### config.mk
export PLATFORM = sky130hd
export DESIGN_NAME = fetch_addr_gen
export DESIGN_NICKNAME = d
export VERILOG_FILES = /design/src/rtl/fetch_addr_gen_pkg.sv /design/src/rtl/seu_regs.sv /design/src/rtl/fetch_addr_gen.sv
export SDC_FILE = /design/constraint.sdc
export NUM_CORES = 1
export LEC_CHECK = 0
export CORE_AREA = 2 2 159 83
export CTS_BUF_LIST = sky130_fd_sc_hd__clkbuf_8
export CTS_CLUSTER_DIAMETER = 200
export CTS_CLUSTER_SIZE = 40
export DETAILED_ROUTE_END_ITERATION = 8
export DIE_AREA = 0 0 161 85
export HOLD_SLACK_MARGIN = 0.05
export PLACE_DENSITY = 0.74
export SLEW_MARGIN = 0
export SYNTH_ARGS = -nofsm -noshare
export SYNTH_HDL_FRONTEND = slang
export SYNTH_HIERARCHICAL = 1
export SYNTH_SLANG_ARGS = --single-unit
export TNS_END_PERCENT = 30
### constraint.sdc
create_clock -name s_clk_i -period 1.91 [get_ports s_clk_i]
set_input_delay 0.382 -clock s_clk_i [delete_from_list [all_inputs] [get_ports s_clk_i]]
set_output_delay 0.382 -clock s_clk_i [all_outputs]
set_load 0.02 [all_outputs]
### src/rtl/fetch_addr_gen_pkg.sv
`default_nettype none
// ============================================================================
//  Module   : fetch_addr_gen_pkg
//  Brief    : Bus constants, FSM state type and address helper for the
//             fetch address generator.
//  Revision : 1.0  initial release
// ============================================================================
package fetch_addr_gen_pkg;

    localparam logic [1:0] HTRANS_IDLE   = 2'b00;
    localparam logic [1:0] HTRANS_NONSEQ = 2'b10;

    typedef enum logic [1:0] {
        FAG_IDLE  = 2'd0,
        FAG_ISSUE = 2'd1,
        FAG_HOLD  = 2'd2
    } f_fag_state;

    // Halfword address A[31:1] -> next word, upper-half flag cleared
    function automatic logic [30:0] seq_next(input logic [30:0] a);
        return {a[30:1] + 30'd1, 1'b0};
    endfunction

endpackage
`default_nettype wire

### src/rtl/seu_regs.sv
`default_nettype none
// ============================================================================
//  Module   : seu_regs
//  Brief    : Front-end state register bank with asynchronous active-low
//             reset to a parameterised value.
//  Revision : 1.0  initial release
// ============================================================================
module seu_regs #(
    parameter int             W       = 1,
    parameter logic [W-1:0]   RST_VAL = '0
) (
    input  logic           s_clk_i,
    input  logic           s_resetn_i,
    input  logic [W-1:0]   s_d_i,
    output logic [W-1:0]   s_q_o
);

    logic [W-1:0] r_q;

    always_ff @(posedge s_clk_i or negedge s_resetn_i) begin
        if (!s_resetn_i) begin
            r_q <= RST_VAL;
        end else begin
            r_q <= s_d_i;
        end
    end

    assign s_q_o = r_q;

endmodule
`default_nettype wire

### src/rtl/fetch_addr_gen.sv
`default_nettype none
// ============================================================================
//  Module   : fetch_addr_gen
//  Brief    : Fetch address generator: issues word-aligned AHB-lite fetches,
//             selects flush / RAS / sequential next address, kills stale data.
//  Revision : 1.0  initial release
// ============================================================================
module fetch_addr_gen
    import fetch_addr_gen_pkg::*;
#(
    parameter logic [31:0] BOOT_ADDR = 32'h0000_0080
) (
    input  logic         s_clk_i,
    input  logic         s_resetn_i,
    input  logic         s_flush_i,
    input  logic [31:0]  s_flush_addr_i,
    input  logic         s_ifb_full_i,
    input  logic [1:0]   s_poped_i,
    input  logic [30:0]  s_pop_addr_i,
    input  logic         s_hready_i,
    output logic [31:0]  s_haddr_o,
    output logic [1:0]   s_htrans_o,
    output logic         s_valid_o,
    output logic [29:0]  s_fetch_addr_o,
    output logic         s_ualign_o,
    output logic         s_dvalid_o
);

    f_fag_state   r_state;
    logic [1:0]   r_state_q;
    logic [30:0]  r_addr;
    logic         r_redir_v;
    logic [30:0]  r_redir_addr;
    logic         r_boot;
    logic         r_pend;
    logic         r_kill;

    f_fag_state   w_state_nxt;
    logic [30:0]  w_addr_nxt;
    logic         w_redir_v_nxt;
    logic [30:0]  w_redir_addr_nxt;
    logic         w_pend_nxt;
    logic         w_kill_nxt;
    logic         w_accept;
    logic         w_pop_v;
    logic         w_unused;

    assign w_unused = s_flush_addr_i[0];
    assign r_state  = f_fag_state'(r_state_q);

    // Front-end register group 5
    seu_regs #(.W(2), .RST_VAL(FAG_IDLE)) u_state_reg (
        .s_clk_i(s_clk_i), .s_resetn_i(s_resetn_i),
        .s_d_i(w_state_nxt), .s_q_o(r_state_q)
    );

    seu_regs #(.W(31), .RST_VAL(BOOT_ADDR[31:1])) u_addr_reg (
        .s_clk_i(s_clk_i), .s_resetn_i(s_resetn_i),
        .s_d_i(w_addr_nxt), .s_q_o(r_addr)
    );

    seu_regs #(.W(32), .RST_VAL(32'd0)) u_redir_reg (
        .s_clk_i(s_clk_i), .s_resetn_i(s_resetn_i),
        .s_d_i({w_redir_v_nxt, w_redir_addr_nxt}), .s_q_o({r_redir_v, r_redir_addr})
    );

    seu_regs #(.W(3), .RST_VAL(3'b100)) u_flag_reg (
        .s_clk_i(s_clk_i), .s_resetn_i(s_resetn_i),
        .s_d_i({1'b0, w_pend_nxt, w_kill_nxt}), .s_q_o({r_boot, r_pend, r_kill})
    );

    assign w_accept = (r_state != FAG_IDLE) && s_hready_i;
    assign w_pop_v  = (s_poped_i != 2'b00) && !s_flush_i;

    always_comb begin
        w_state_nxt      = r_state;
        w_addr_nxt       = r_addr;
        w_redir_v_nxt    = r_redir_v;
        w_redir_addr_nxt = r_redir_addr;
        w_pend_nxt       = r_pend;
        w_kill_nxt       = r_kill;

        // Outstanding data phase completes on hready; a redirect while it waits kills it
        if (s_hready_i) begin
            w_pend_nxt = 1'b0;
            w_kill_nxt = 1'b0;
        end else if (r_pend && (s_flush_i || w_pop_v)) begin
            w_kill_nxt = 1'b1;
        end

        case (r_state)
            FAG_IDLE: begin
                if (r_boot || !s_ifb_full_i) begin
                    w_state_nxt = FAG_ISSUE;
                end
                if (s_flush_i) begin
                    w_addr_nxt = s_flush_addr_i[31:1];
                end else if (w_pop_v) begin
                    w_addr_nxt = s_pop_addr_i;
                end
            end
            default: begin
                if (s_hready_i) begin
                    w_state_nxt   = s_ifb_full_i ? FAG_IDLE : FAG_ISSUE;
                    w_pend_nxt    = 1'b1;
                    // The word just accepted is sequential; any redirect makes it stale
                    w_kill_nxt    = s_flush_i || r_redir_v || w_pop_v;
                    w_redir_v_nxt = 1'b0;
                    if (s_flush_i) begin
                        w_addr_nxt = s_flush_addr_i[31:1];
                    end else if (r_redir_v) begin
                        w_addr_nxt = r_redir_addr;
                    end else if (w_pop_v) begin
                        w_addr_nxt = s_pop_addr_i;
                    end else begin
                        w_addr_nxt = seq_next(r_addr);
                    end
                end else begin
                    // Address phase must stay stable; park the redirect
                    w_state_nxt = FAG_HOLD;
                    if (s_flush_i) begin
                        w_redir_v_nxt    = 1'b1;
                        w_redir_addr_nxt = s_flush_addr_i[31:1];
                    end else if (w_pop_v && !r_redir_v) begin
                        w_redir_v_nxt    = 1'b1;
                        w_redir_addr_nxt = s_pop_addr_i;
                    end
                end
            end
        endcase
    end

    assign s_haddr_o      = {r_addr[30:1], 2'b00};
    assign s_htrans_o     = (r_state == FAG_IDLE) ? HTRANS_IDLE : HTRANS_NONSEQ;
    assign s_valid_o      = w_accept && !s_flush_i;
    assign s_fetch_addr_o = r_addr[30:1];
    assign s_ualign_o     = s_valid_o && r_addr[0];
    assign s_dvalid_o     = r_pend && s_hready_i && !r_kill && !s_flush_i;

endmodule
`default_nettype wire

**Gate families picked out**

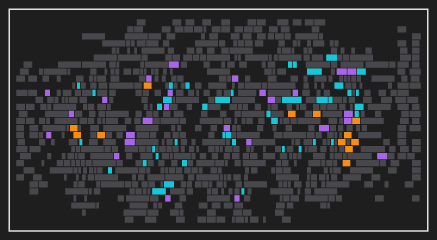
family	color	cells
and/or cells	purple	26
nor cells	cyan	41
xor and xnor cells	orange	12
fin cells: 921
logic share of the area: 38.4%

**Routing congestion map**

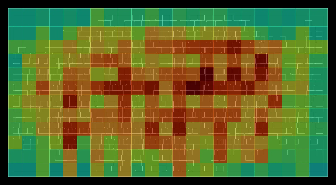
met2 global-route usage: 38.7%
global-route usage over all layers: 28.5%
wire per inst: 21.2 um
Core Util, Final: 57.8%
Global Route met3 Usage: 11.9%

**Layout detail**

Bar = 10 um. Window x 28 to 53, y 9 to 34 um. Cells in gray, sequential cells in the stronger gray; small squares are vias.
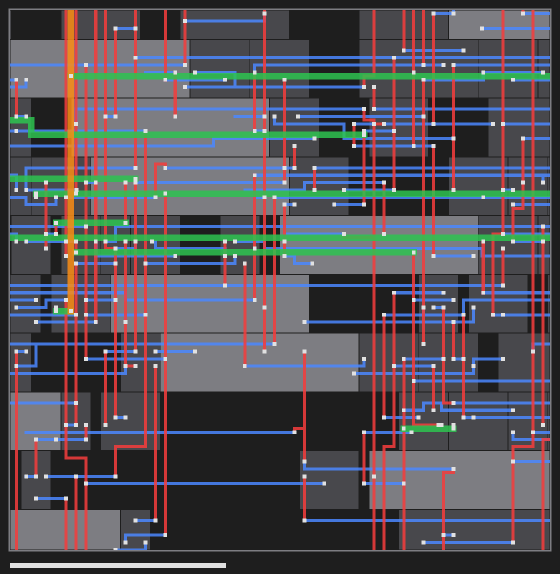
layer	color
metal 1	blue
metal 4	orange
metal 3	green
metal 2	red
cells with their middle in the window	43
netlist names of flops here include	`u_addr_reg/s_q_o` (4), `u_flag_reg/s_q_o` (2), `u_state_reg/s_q_o` (2)
sequential cells in the window	8
most frequent	buf_4 (13), dfrtp_1 (7)

**Register map, names as in the netlist**

Bar = 50 um. Other cells in gray.
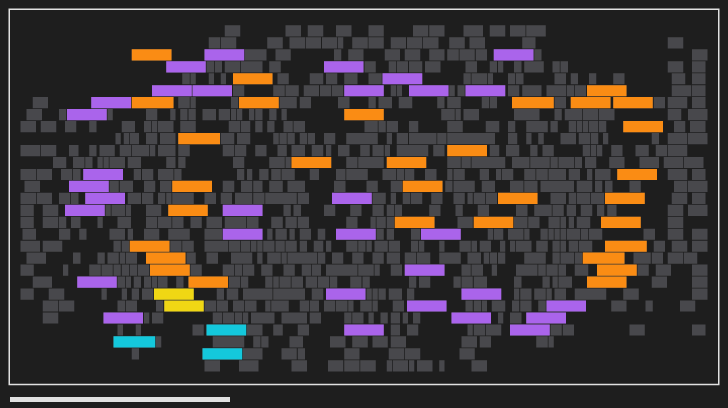
signal	color	flops
`u_addr_reg/s_q_o`	orange	31
`u_flag_reg/s_q_o`	cyan	3
`u_state_reg/s_q_o`	yellow	2
`u_redir_reg/s_q_o`	purple	32
Reg area: 1710 um^2
Seq area share: 24.0%

==> flow_metrics.py <==
# Auto-generated metrics
metrics = {
    "yosys": {
        "yosys_area_um2": 4820,
        "ys.flops": 68,
        "ff_type": "dfrtp_1",
        "yosysMostFrequentCell": "nand2_1",
        "syn_area_um2": 4820,
        "top_area_cell": "dfrtp_1",
        "synth_seq_share_pct": 35.4,
        "mux_share_pct": 1.92,
        "top_logic_kind": "AND-OR/OR-AND gates",
        "synthAoiAreaFrac_pct": 30.5,
        "simple_gate_share_pct": 19.1,
    },
    "drt": {
        "routed_via_density": 6.10,
        "drt-met1-wl_mm": 8.88,
        "vias": 5622,
        "drtPass1Iterations": 6,
        "dr_wl_met3_mm": 2.40,
        "drt-total-wl_mm": 19.5,
        "first_iter_violations": 564,
        "ant_nets": 0,
    },
    "sta": {
        "grt_setup_unrepaired": "true",
        "slew_viol_final": 0,
        "worst_slew_pin_slew_ns": 0.583,
        "holdWs_ns": 0.487,
        "fin_crit_ns": 1.90,
        "fmax_ghz": 0.526,
        "timing.final.ws_setup_ns": 0.00876,
        "slew_headroom_pct": 61.1,
        "hold_viol_final": 0,
        "skew_ns": 0.0102,
    },
    "critical_path": {
        "critPathCapture": "u_addr_reg/s_q_o[21]",
        "path_delay_family": "simple AND/OR/NAND/NOR gates",
        "end_kind": "register",
        "cp_num_buf_inv": 2,
        "rr_worst_depth": 7,
        "cp.required_ns": 2.16,
        "crit_cells": 7,
        "r2r_slack_ns": 0.009,
        "timing.rr.start": "u_addr_reg/s_q_o[14]",
    },
    "power": {
        "vdd_drop_max_v": 0.000382,
        "powerDensity_nw_per_um2": 891,
        "clkPwrFrac_pct": 20.2,
        "comb_cell_power_uw": 2980,
        "internal-power_uw": 3820,
    },
    "worst_hold_path": {
        "whs_endpoint": "u_redir_reg/s_q_o[25]",
        "hp-class": "register to register",
        "min_path_cells": 2,
    },
    "finish": {
        "largest_class": "multi-input combinational cells",
        "seq_cells": 68,
        "final-clk-cell-share_pct": 2.89,
        "layout-drive-gt1-share_pct": 22.5,
        "mi_logic_area_um2": 2740,
        "n_fill_cell": 1134,
        "num-nonclk-buffers": 239,
        "final_cell_mix": "buf_4 (97), clkdlybuf4s50_1 (83), nand2_1 (69)",
        "design_area_um2": 7130,
    },
    "global_routing": {
        "met1_usage_pct": 40.6,
        "first_global_vias": 5430,
        "busiest_layer": "met1",
    },
    "clock_network": {
        "cts_resized": 45,
        "cts-root-buf": "clkbuf_8",
        "cts.path.max_buffers": 2,
        "cts_htree_levels": 3,
        "cts_tree": "yes",
    },
    "placed_design": {
        "placed_area_um2": 6790,
        "hpwl_mm": 15.1,
        "gp_routability_congestion": 0.983,
        "dp.cells": 904,
    },
    "floorplan": {
        "fp_util_pct": 39.0,
        "die_h_um": 85,
        "rows": 29,
    },
    "outcome": {
        "status": "completed",
    },
}
Power is estimated from default activity; no workload was simulated.
